`config.mk`:
```
export PLATFORM = sky130hd
export DESIGN_NAME = reg_pwm_timer
export DESIGN_NICKNAME = d
export VERILOG_FILES = /design/src/rtl/reg_pwm_timer.sv
export SDC_FILE = /design/constraint.sdc
export NUM_CORES = 1
export LEC_CHECK = 0
export ABC_CLOCK_PERIOD_IN_PS = 4080
export CAP_MARGIN = 20
export CELL_PAD_IN_SITES_DETAIL_PLACEMENT = 1
export CELL_PAD_IN_SITES_GLOBAL_PLACEMENT = 1
export CORE_UTILIZATION = 40
export DETAILED_ROUTE_END_ITERATION = 16
export PLACE_DENSITY = 0.76
export SLEW_MARGIN = 40
export SYNTH_ARGS = -nofsm -noshare
export SYNTH_HDL_FRONTEND = slang
export SYNTH_SLANG_ARGS = --single-unit
```
`constraint.sdc`:
```
create_clock -name PCLK -period 4.08 [get_ports PCLK]
set_clock_uncertainty 0.2 [all_clocks]
set_input_delay 1.02 -clock PCLK [delete_from_list [all_inputs] [get_ports PCLK]]
set_output_delay 1.02 -clock PCLK [all_outputs]
set_load 0.01 [all_outputs]
```
`src/rtl/reg_pwm_timer.sv`:
```
// PWM timer with shadowed period/duty registers.
// Loaded values move to the active set at a wrap or at RUN entry.
module reg_pwm_timer #(
  parameter int CNT_W = 16
) (
  input  logic             PCLK,
  input  logic             PRESETN,
  input  logic             en,
  input  logic [CNT_W-1:0] period_in,
  input  logic [CNT_W-1:0] duty_in,
  input  logic             load,
  input  logic             irq_clr,
  output logic             pwm_out,
  output logic [CNT_W-1:0] cnt,
  output logic             period_done,
  output logic             irq,
  output logic             pending
);

  typedef enum logic {
    IDLE = 1'b0,
    RUN  = 1'b1
  } state_t;

  localparam logic [CNT_W-1:0] ONE = CNT_W'(1);

  state_t           state_q;
  state_t           state_d;
  logic [CNT_W-1:0] act_per_q;
  logic [CNT_W-1:0] act_duty_q;
  logic [CNT_W-1:0] pend_per_q;
  logic [CNT_W-1:0] pend_duty_q;
  logic [CNT_W-1:0] cnt_d;
  logic [CNT_W-1:0] per_d;
  logic [CNT_W-1:0] duty_d;
  logic             xfer;
  logic             wrap;
  logic             pwm_d;
  logic             pend_d;
  logic             irq_d;

  assign wrap        = (state_q == RUN) && (cnt == act_per_q);
  assign period_done = wrap;

  always_comb begin
    state_d = state_q;
    cnt_d   = '0;
    per_d   = act_per_q;
    duty_d  = act_duty_q;
    xfer    = 1'b0;
    pwm_d   = 1'b0;
    unique case (state_q)
      IDLE: begin
        if (en) begin
          state_d = RUN;
          xfer    = pending;
        end
      end
      RUN: begin
        if (!en) begin
          state_d = IDLE;
        end else begin
          xfer  = wrap && pending;
          cnt_d = wrap ? '0 : cnt + ONE;
        end
      end
    endcase
    if (xfer) begin
      per_d  = pend_per_q;
      duty_d = pend_duty_q;
    end
    // pwm is a flop, so it is computed from the values cnt/duty are about to take
    if (state_d == RUN) pwm_d = (cnt_d < duty_d);
    pend_d = load | (pending & ~xfer);
    irq_d  = period_done | (irq & ~irq_clr);
  end

  always_ff @(posedge PCLK or negedge PRESETN) begin
    if (!PRESETN) begin
      state_q     <= IDLE;
      cnt         <= '0;
      pwm_out     <= 1'b0;
      irq         <= 1'b0;
      pending     <= 1'b0;
      act_per_q   <= '0;
      act_duty_q  <= '0;
      pend_per_q  <= '0;
      pend_duty_q <= '0;
    end else begin
      state_q    <= state_d;
      cnt        <= cnt_d;
      pwm_out    <= pwm_d;
      irq        <= irq_d;
      pending    <= pend_d;
      act_per_q  <= per_d;
      act_duty_q <= duty_d;
      if (load) begin
        pend_per_q  <= period_in;
        pend_duty_q <= duty_in;
      end
    end
  end

endmodule

```
Figure 1. Clock distribution.
Drawn at 4 px/um.
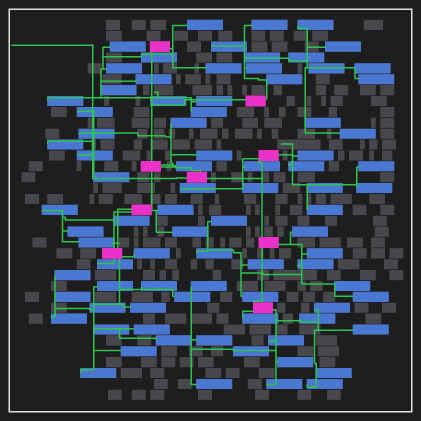
flip-flops: drawn in blue, count 84. clock drivers: drawn in magenta, count 9. clock wires: drawn in green, length 1040 um.
Position of the flops: widely spread. There are 10 routed clock nets.

Figure 2. Gate families picked out.
Drawn at 4 px/um.
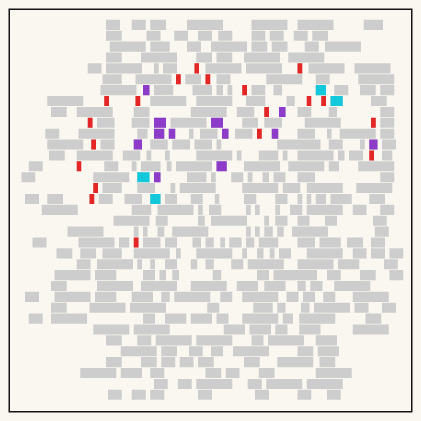
inv cells: drawn in red, cells 19. non-inverting ao/oa cells: drawn in cyan, cells 4. aoi and oai cells: drawn in purple, cells 12.
Comb/total area: 33.9%
Post-Layout Cell Count: 489
most numerous logic cell after layout: dfrtp_1

Figure 3. Signal metal coverage by tile.
Drawn at 4 px/um. 20 x 20 tiles, from white (low) to dark blue (high), scaled to the fullest tile. Values are wire area over tile area, all layers added.
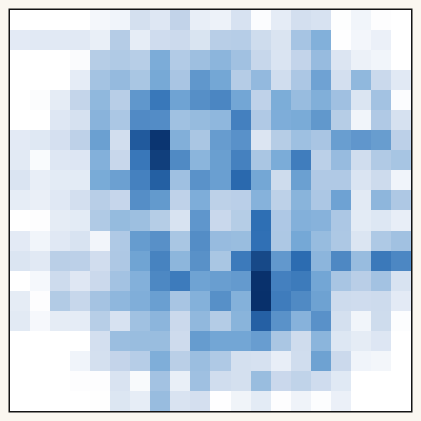
The emptiest ninth of the die: south-west. 20% of the tiles are over half the peak. 14% of the tiles are nearly empty. The fullest tile reaches 0.44. The mean over all tiles is 0.13.
Vias: 2421
final wirelength: 8.40 mm

Figure 4. Routing congestion map.
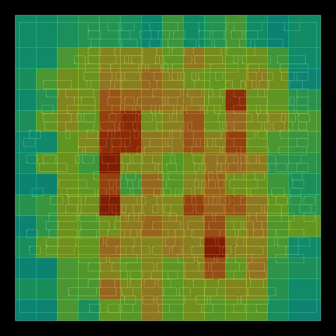
M3 GR Usage: 4.11%
total track usage: 18.6%
met2 Use GR: 31.3%

==> results_slide.txt <==
Flow Results at a Glance

Final timing
  • Slew HR: 54.9%
  • Slew Limit Fails: 0
  • Worst Max-Slew Pin Slew: 0.677 ns
  • Cycle use final: 93.8%
  • Fmax: 0.261 GHz
  • Setup TNS: 0 ns
  • Final hold violations: 0
  • Min cycle time layout: 3.83 ns
  • Unrepaired setup endpoints after global routing: false
  • Final Setup Violations: 0

Power
  • Power Density: 417 nW/um2
  • P_leak: 2.22 nW
  • Peak VDD IR: 0.000183 V

Synth
  • Mapped Area: 3860 um2
  • Number of synthesis warnings: 0
  • Chip Area, Yosys: 3860 um2
  • Floorplan Nets: 349
  • Synthesized netlist cell count: 296
  • Synth Area in Adders: 5.18%
  • Post-Synth AOI/OAI Area: 2.75%
  • Syn_area_per_cell: 13.1 um2
  • Yosys reg bits: 84
  • MUX share of area: 20.0%
  • Comb area leader: multiplexers
  • Unique cell types: 31

GRT
  • Initial antenna violation count: 0
  • Grt ovf: 0
  • Largest net degree at the start of global routing: 85
  • First-pass GRT wire length: 14.1 mm

Worst setup path
  • Worst Reg-to-Reg Cells: 12
  • Worst Setup End Kind: flop
  • Crit Reg-Reg Endpoint: pwm_out$_DFF_PN0_
  • Critical Path, Cell by Cell: xor2_1 -> nor4_1 -> nand4_1 -> a21o_2 -> mux2_2 -> inv_1 -> ha_1 -> a21oi_1 -> nor2_1 -> a211oi_1 -> o2111ai_1 -> o41ai_1
  • Buf/Inv on CP: 1
  • Crit path max-delay family: AND-OR/OR-AND gates
  • Peak fanout along the critical path: 18
  • WS Path Type: flop to flop
  • Crit path largest cell delay: 0.50 ns
  • R2r setup slk: 0.25 ns
  • Arrival time at the worst endpoint: 3.85 ns
  • Slowest CP cell: dfrtp_1
  • Critical path required time: 4.10 ns
  • RR Startpoint: cnt[11]$_DFF_PN0_

Floorplan
  • DIE WIDTH: 100 um
  • # Taps: 129
  • Fp util: 41.6%
  • Die Size: 10100 um2
  • Core area: 9280 um2
  • Rows: 35
  • # IOs: 57

Final layout
  • Nets: 410
  • Logic Gate Count: 183
  • Non-clk buf share: 12.5%
  • MI comb area: 1610 um2
  • Flop area: 2100 um2
  • Layout area overhead: 23.1%
  • Clock network share of area: 4.47%
  • Antenna diodes: 0
  • Flop share of the area: 44.2%
  • Largest class: sequential cells
  • Flops: 84
  • Filler cells: 979
  • Layout cells sized above 1: 20.6%
  • Buffers outside the clock class: 60

Flow run
  • Number of max-cap violations: 0

Placed design
  • Placed Cells: 475
  • Dpl hpwl: 5.91 mm
  • RD Place Congestion: 0.770
  • Port-buffer cells: 56

Drt
  • DRC: 0
  • Iter 0 DRT Violations: 61
  • DR WL/cell: 17.2 um

Clock tree
  • Clock slew at reported path FFs: 0.08 ns
  • Bufs on Longest Clock Path: 2
  • Hold_buf cts: 0
  • TritonCTS Buffers: 9
  • Htree depth: 3
  • Clock Latency Late Sink: 0.35 ns
  • Root buffer cell: clkbuf_8
  • Gates resized, CTS repair: 0
  • Setup bufs post-CTS: 0

Hold path
  • Tightest Hold Check Type: flop to flop
  • Hold Crit Start: act_duty_q[3]$_DFF_PN0_
  • Min-Delay Path Depth: 2

Outcome
  • Outcome: completed
## cell usage after synthesis
| cell type | count | area (um2) |
|---|---|---|
| dfrtp_1 | 84 | 2100 |
| mux2_2 | 34 | 383 |
| xor2_1 | 25 | 219 |
| nor2_1 | 23 | 86.3 |
| inv_1 | 19 | 71.3 |
| ha_1 | 16 | 200 |
| mux2_4 | 16 | 240 |
| mux2i_1 | 11 | 110 |
| nand2_1 | 10 | 37.5 |
| nand3_1 | 9 | 45.0 |
| clkbuf_1 | 5 | 18.8 |
| xnor2_1 | 5 | 43.8 |
| a21oi_1 | 4 | 20.0 |
| and3_1 | 4 | 25.0 |
| buf_6 | 4 | 45.0 |
| nand4_1 | 4 | 25.0 |
| mux2i_2 | 3 | 41.3 |
| nor4_1 | 3 | 18.8 |
| a21o_1 | 2 | 15.0 |
| nor2b_1 | 2 | 12.5 |
| o21ai_0 | 2 | 10.0 |
| o22ai_1 | 2 | 12.5 |
| a211o_1 | 1 | 8.76 |
| a211oi_1 | 1 | 7.51 |
| buf_8 | 1 | 15.0 |
| nor3_1 | 1 | 5.00 |
| nor4_2 | 1 | 12.5 |
| o2111ai_1 | 1 | 8.76 |
| o21a_1 | 1 | 7.51 |
| o21bai_1 | 1 | 7.51 |
| o41ai_1 | 1 | 8.76 |
## metal layers
| metal | vias up | part of all wire, % | global-route usage [%] |
|---|---|---|---|
| met4 | 0 | 1.8 | 7.13 |
| li1 | 1128 | - | - |
| met2 | 52 | 49 | 31.3 |
| met3 | 14 | 4.4 | 4.11 |
| met5 | - | 0 | 0 |
| met1 | 1227 | 45 | 23.4 |
## metrics by stage
stage	cell area (um2)	hold slack, ns	worst slack [ns]
finish	4750	0.294	0.252
global route	4750	0.333	0.0237
CTS	4750	0.299	0.174
detailed placement	4540	0.282	-0.0243
global placement	4540	0.275	0.313
floorplan	3860	0.251	1.01
## power by group
| part | internal, mW | total [mW] | switching, mW |
|---|---|---|---|
| sequential | 0.942 | 1.01 | 0.0668 |
| combinational | 0.184 | 0.322 | 0.138 |
| clock | 0.355 | 0.650 | 0.295 |
| total | 1.48 | 1.98 | 0.500 |
## how the worst max path moves through the flow
stage                      start                 to  slack (ns)  depth (start not counted)
4_1_cts        cnt[11]$_DFF_PN0_  pwm_out$_DFF_PN0_        0.17                         12
6_report       cnt[11]$_DFF_PN0_  pwm_out$_DFF_PN0_        0.25                         12
2_1_floorplan   cnt[7]$_DFF_PN0_  pwm_out$_DFF_PN0_        1.01                         13
5_1_grt        cnt[11]$_DFF_PN0_  pwm_out$_DFF_PN0_        0.02                         12
3_3_place_gp                  en  pwm_out$_DFF_PN0_        0.31                         11
3_5_place_dp                  en  pwm_out$_DFF_PN0_       -0.02                         11
## cells in the final DEF (no fill, tap or decap), drive strengths merged
master,n
a211o,1
a211oi,1
a21o,2
a21oi,4
and3,4
buf,4
bufinv,2
clkbuf,11
clkdlybuf4s50,55
clkinvlp,2
dfrtp,84
ha,16
inv,19
mux2,50
mux2i,14
nand2,10
nand3,9
nand4,4
nor2,23
nor2b,2
nor3,1
nor4,4
o2111ai,1
o21a,1
o21ai,2
o21bai,1
o22ai,2
o41ai,1
xnor2,5
xor2,25
No activity file was given, so power comes from the tool's default toggle rates.
